M3 wires:
Bar = 20 µm.
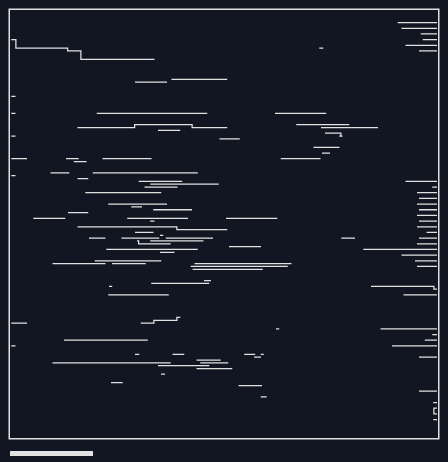
Placed cells, one color a class:
Fill, decap, tap and diode cells in gray.
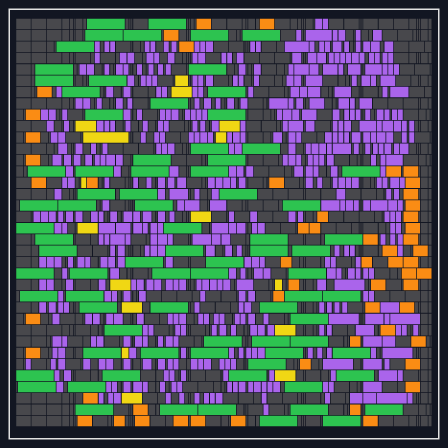
Signal wires on met2:
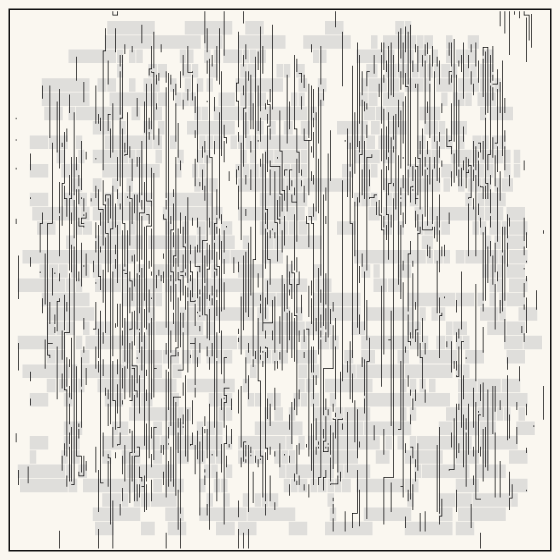
Cell outlines without signal wires:
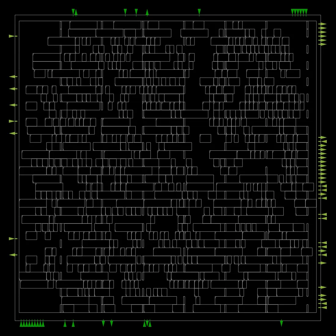
--- src/rtl/loadq_alloc_pkg.sv ---
// Shared load-queue types and helpers: entry id, static payload, nuke packet,
// rotating find-first, popcount and one-hot decode.
package loadq_alloc_pkg;

  localparam int LDQ_NUM_ENTRIES     = 8;
  localparam int LDQ_RESERVE_ENTRIES = 1;
  localparam int LDQ_ID_W            = $clog2(LDQ_NUM_ENTRIES);
  localparam int LDQ_CNT_W           = LDQ_ID_W + 1;

  typedef logic [LDQ_ID_W-1:0]        t_ldq_id;
  typedef logic [LDQ_NUM_ENTRIES-1:0] t_ldq_age_row;
  typedef logic [LDQ_CNT_W-1:0]       t_ldq_cnt;

  typedef struct packed {
    logic [6:0] robid;
    logic [1:0] simid;
  } t_ldq_static;

  typedef struct packed {
    logic       valid;
    logic [6:0] robid;
  } t_nuke_pkt;

  // First set bit at or above start, wrapping; the id width makes the wrap free.
  function automatic t_ldq_id rr_find_first(input t_ldq_age_row vec, input t_ldq_id start);
    t_ldq_id idx;
    logic    found;
    rr_find_first = start;
    found         = 1'b0;
    for (int k = 0; k < LDQ_NUM_ENTRIES; k++) begin
      idx = start + t_ldq_id'(k);
      if (vec[idx] && !found) begin
        rr_find_first = idx;
        found         = 1'b1;
      end
    end
  endfunction

  function automatic t_ldq_cnt popcount(input t_ldq_age_row vec);
    popcount = '0;
    for (int i = 0; i < LDQ_NUM_ENTRIES; i++) begin
      popcount = popcount + t_ldq_cnt'(vec[i]);
    end
  endfunction

  function automatic t_ldq_age_row onehot(input t_ldq_id id);
    onehot     = '0;
    onehot[id] = 1'b1;
  endfunction

endpackage

--- src/rtl/loadq_age_matrix.sv ---
// NxN age matrix (age[i][j]=1: i younger than j) with oldest-requester select.
// Parameterised on N so the store queue can reuse it.
module loadq_age_matrix
  import loadq_alloc_pkg::*;
#(
  parameter int N = LDQ_NUM_ENTRIES
) (
  input  logic                 clk,
  input  logic                 reset_n,
  input  logic                 alloc_vld,
  input  logic [$clog2(N)-1:0] alloc_id,
  input  logic [N-1:0]         valid,
  input  logic [N-1:0]         req,
  output logic [N-1:0]         oldest
);

  localparam int IW = $clog2(N);

  logic [N-1:0] age_r [N];

  // New entry is younger than every live entry; nobody is younger than it yet.
  always_ff @(posedge clk or negedge reset_n) begin
    if (!reset_n) begin
      for (int i = 0; i < N; i++) begin
        age_r[i] <= '0;
      end
    end else if (alloc_vld) begin
      for (int i = 0; i < N; i++) begin
        if (IW'(i) == alloc_id) begin
          age_r[i] <= valid & ~(N'(1) << alloc_id);
        end else begin
          age_r[i][alloc_id] <= 1'b0;
        end
      end
    end
  end

  // A requester wins when no live requesting entry is older than it.
  always_comb begin
    oldest = '0;
    for (int i = 0; i < N; i++) begin
      oldest[i] = reset_n & req[i] & ~|(age_r[i] & req & valid);
    end
  end

endmodule

--- src/rtl/loadq_alloc.sv ---
// Load-queue allocator: round-robin free-entry grant, occupancy count and
// oldest-requester select. Optional macro LDQ_ALLOC_RESERVE_EN holds back
// entries for the ROB-head load.
module loadq_alloc
  import loadq_alloc_pkg::*;
(
  input  logic         clk,
  input  logic         reset_n,
  input  logic         alloc_req_rs0,
  input  t_ldq_static  alloc_static_rs0,
  input  logic         alloc_rob_head_rs0,
  output logic         alloc_gnt_rs0,
  output t_ldq_id      alloc_id_rs0,
  output logic         ldq_full_rs0,
  output t_ldq_age_row e_alloc_rs0,
  output t_ldq_static  q_alloc_static_rs0,
  input  t_ldq_age_row e_valid,
  input  t_ldq_age_row e_pipe_req_mm0,
  output t_ldq_age_row ldq_oldest_req_mm0,
  input  t_nuke_pkt    nuke_rb1,
  output t_ldq_cnt     ldq_count
);

  t_ldq_id      rr_ptr_r;
  t_ldq_age_row e_valid_q_r;
  logic         nuke_blk_r;
  t_ldq_cnt     ldq_count_r;
  t_ldq_age_row free_s;
  logic         reserve_blk_s;
  logic         unused_s;

  assign free_s             = ~e_valid;
  assign alloc_id_rs0       = rr_find_first(free_s, rr_ptr_r);
  assign q_alloc_static_rs0 = alloc_static_rs0;
  assign ldq_count          = ldq_count_r;

`ifdef LDQ_ALLOC_RESERVE_EN
  assign reserve_blk_s = (popcount(free_s) <= t_ldq_cnt'(LDQ_RESERVE_ENTRIES)) & ~alloc_rob_head_rs0;
  assign unused_s      = ^nuke_rb1.robid;
`else
  assign reserve_blk_s = 1'b0;
  assign unused_s      = ^{alloc_rob_head_rs0, nuke_rb1.robid};
`endif

  // Full/grant decode; the grant is held low while reset is asserted.
  always_comb begin
    ldq_full_rs0  = (free_s == '0) | nuke_rb1.valid | nuke_blk_r | reserve_blk_s;
    alloc_gnt_rs0 = alloc_req_rs0 & ~ldq_full_rs0 & reset_n;
    if (alloc_gnt_rs0) begin
      e_alloc_rs0 = onehot(alloc_id_rs0);
    end else begin
      e_alloc_rs0 = '0;
    end
  end

  // Pointer advance, nuke drain window and occupancy from valid falling edges.
  always_ff @(posedge clk or negedge reset_n) begin
    if (!reset_n) begin
      rr_ptr_r    <= '0;
      e_valid_q_r <= '0;
      nuke_blk_r  <= 1'b0;
      ldq_count_r <= '0;
    end else begin
      e_valid_q_r <= e_valid;
      nuke_blk_r  <= nuke_rb1.valid;
      ldq_count_r <= ldq_count_r + t_ldq_cnt'(alloc_gnt_rs0) - popcount(e_valid_q_r & ~e_valid);
      if (alloc_gnt_rs0) begin
        rr_ptr_r <= alloc_id_rs0 + t_ldq_id'(1);
      end else begin
        rr_ptr_r <= rr_ptr_r;
      end
    end
  end

  loadq_age_matrix #(
    .N (LDQ_NUM_ENTRIES)
  ) u_age (
    .clk       (clk),
    .reset_n   (reset_n),
    .alloc_vld (alloc_gnt_rs0),
    .alloc_id  (alloc_id_rs0),
    .valid     (e_valid),
    .req       (e_pipe_req_mm0),
    .oldest    (ldq_oldest_req_mm0)
  );

endmodule
--- config.mk ---
export PLATFORM = sky130hd
export DESIGN_NAME = loadq_alloc
export DESIGN_NICKNAME = d
export VERILOG_FILES = /design/src/rtl/loadq_alloc_pkg.sv /design/src/rtl/loadq_age_matrix.sv /design/src/rtl/loadq_alloc.sv
export SDC_FILE = /design/constraint.sdc
export NUM_CORES = 1
export LEC_CHECK = 0
export ABC_AREA = 1
export ABC_CLOCK_PERIOD_IN_PS = 6350
export CAP_MARGIN = 20
export CORE_UTILIZATION = 50
export CTS_CLUSTER_DIAMETER = 100
export CTS_CLUSTER_SIZE = 20
export DETAILED_ROUTE_END_ITERATION = 8
export PLACE_DENSITY_LB_ADDON = 0.05
export SLEW_MARGIN = 30
export SYNTH_ARGS = -nofsm -noshare
export SYNTH_HDL_FRONTEND = slang
export SYNTH_HIERARCHICAL = 1
export SYNTH_SLANG_ARGS = --single-unit
export TNS_END_PERCENT = 100
--- constraint.sdc ---
create_clock -name clk -period 6.35 [get_ports clk]
set_input_delay 1.27 -clock clk [delete_from_list [all_inputs] [get_ports clk]]
set_output_delay 1.27 -clock clk [all_outputs]
set_load 0.01 [all_outputs]
==> job_summary.md <==
### Flow metrics

| Metric | Value |
|---|---|
| Synth top area share | `39.5%` |
| Lkg Pwr | `about 2.9 nW` |
| Share of cells above drive strength 1 | `a little under an eighth` |
| Root Driver | `clkbuf_8` |
| Critical path arrival | `4.37 ns` |
| Top cells by count, synth | `nand2_1, nand3_1, dfrtp_1` |
| First-pass GRT wire length | `roughly 22,000 µm` |
| Hold-fix buffers at CTS | `0` |
| Status | `completed` |
| Hpwl dp | `9820 µm` |
| Worst Setup Start Kind | `input port` |
| Worst-margin pin slew | `about 0.68 ns` |
| Slew HR | `around 55%` |
| Post-cts sizing count | `0` |
| Yosys top cell by instances | `nand2_1` |
| Tool warnings | `35` |
| Via density per instance | `roughly 5.5` |
| #FFs+latches synth | `~80` |
| Port buffer count | `44` |
| Sequential share of the synthesized area | `roughly 40%` |
| Chip area | `about 11,000 µm²` |
| CTS Buf Count | `9` |
| Largest net degree at the start of global routing | `around 54` |
| DR iter-0 viols | `347` |
| Worst setup EP type | `output port` |
Back to the opening pictures, 'M3 wires':
main direction: horizontal
share of all routed wire: 6.6%
wire length on this layer: 904 µm
longest straight run: 28.1 µm

Back to the opening pictures, 'placed cells, one color a class':
| color | class | cells |
|---|---|---|
| yellow | clock drivers and dummy loads | 16 |
| purple | combinational and other logic | 552 |
| orange | remaining buffers and delay cells | 55 |
| green | sequential cells | 80 |

Back to the opening pictures, 'signal wires on met2':
nets with wire on the layer: 595
share of all routed wire: 46%
longest straight run: 56.1 µm

Back to the opening pictures, 'cell outlines without signal wires':
Core Util, Final: 58.2%
flop count: 80
Fill cells: 928
n_taps: 133

-- cell usage in the layout (no fill, tap or decap), drive strengths merged --
cell / count
a21oi: 3
and2: 1
buf: 12
bufinv: 1
clkbuf: 11
clkdlybuf4s50: 43
clkinv: 3
clkinvlp: 1
dfrtp: 80
fa: 6
ha: 10
inv: 82
mux2: 1
nand2: 170
nand3: 136
nand4: 22
nor2: 65
nor3: 1
o211ai: 2
o21ai: 46
o22ai: 1
or2: 1
xnor2: 3
xor2: 2
-- final timing paths --
path | startpoint | to | slack (ns) | cells past startpoint
min reg2reg | u_age/age_r[28]$_DFFE_PN0P_ | u_age/age_r[28]$_DFFE_PN0P_ | 0.47 | 2
max | e_valid[5] | e_alloc_rs0[2] | 0.71 | 16
min | u_age/age_r[28]$_DFFE_PN0P_ | u_age/age_r[28]$_DFFE_PN0P_ | 0.47 | 2
max reg2reg | rr_ptr_r[0]$_DFFE_PN0P_ | u_age/age_r[45]$_DFFE_PN0P_ | 2.29 | 20
min in group asynchronous | reset_n | u_age/age_r[5]$_DFFE_PN0P_ | 0.98 | 2
max in group asynchronous | reset_n | u_age/age_r[40]$_DFFE_PN0P_ | 4.80 | 2
-- layout make-up --
class	instances	area, µm²
clock buffer	11	141
inverter	82	310
multi-input combinational	470	2490
tap	133	166
timing repair buffer	55	520
fill	928	4090
clock inverter	5	56.3
sequential	80	2000
-- sequential cells by signal, summed over array words and instances, names as in the netlist --
| name | cells |
|---|---|
| nuke_blk_r | 1 |
| u_age/age_r | 64 |
| rr_ptr_r | 3 |
| e_valid_q_r | 8 |
| ldq_count | 4 |
-- metal layers --
metal  wire length (µm)  up-vias  share of wire (%)  global-route usage [%]
li1                   -     2211                  -                       -
met1               6060     2147                 44                    36.7
met2               6340      175                 46                    45.1
met3                903       31                6.6                    5.15
met4                389        0                2.8                    12.4
met5                  0        -                  0                       0
-- kinds of logic after synthesis --
logic type,share of synthesized area [%]
buffers and inverters,11.3
multiplexers,0.222
XOR/XNOR,1.01
AND/OR/NAND/NOR,37.5
AND-OR/OR-AND,5.53
adder cells (fa/ha/maj),4.84
flip-flops,39.5
-- power by group through the flow --
stage               clock, mW  sequential (mW)  combinational [mW]
floorplan                   0            0.747                1.44
global placement            0            0.780                1.80
detailed placement          0            0.785                1.86
CTS                     0.390            0.776                1.86
global route            0.414            0.795                2.08
finish                  0.381            0.780                1.87
-- critical path: stages --
cell and delay [ns]:
clkdlybuf4s50_1 0.76, nand2_1 0.17, nand3_1 0.16, nand3_2 0.10, nand2_2 0.09, nand3_4 0.10
nor2_4 0.15, nand4_1 0.18, nor2_1 0.14, nor2_1 0.05, nand2_1 0.07, nand2_2 0.08
inv_2 0.28, nand2_1 0.11, nor2_1 0.11, clkdlybuf4s50_1 0.54
-- metrics by stage --
stage	std cells	cell area, µm²	hold WS (ns)	power, mW
floorplan	673	5060	0.436	2.18
global placement	820	5490	0.450	2.58
detailed placement	820	5490	0.454	2.64
CTS	836	5690	0.475	3.03
global route	836	5690	0.486	3.29
finish	836	5690	0.472	3.03
No activity file was given, so power comes from the tool's default toggle rates.
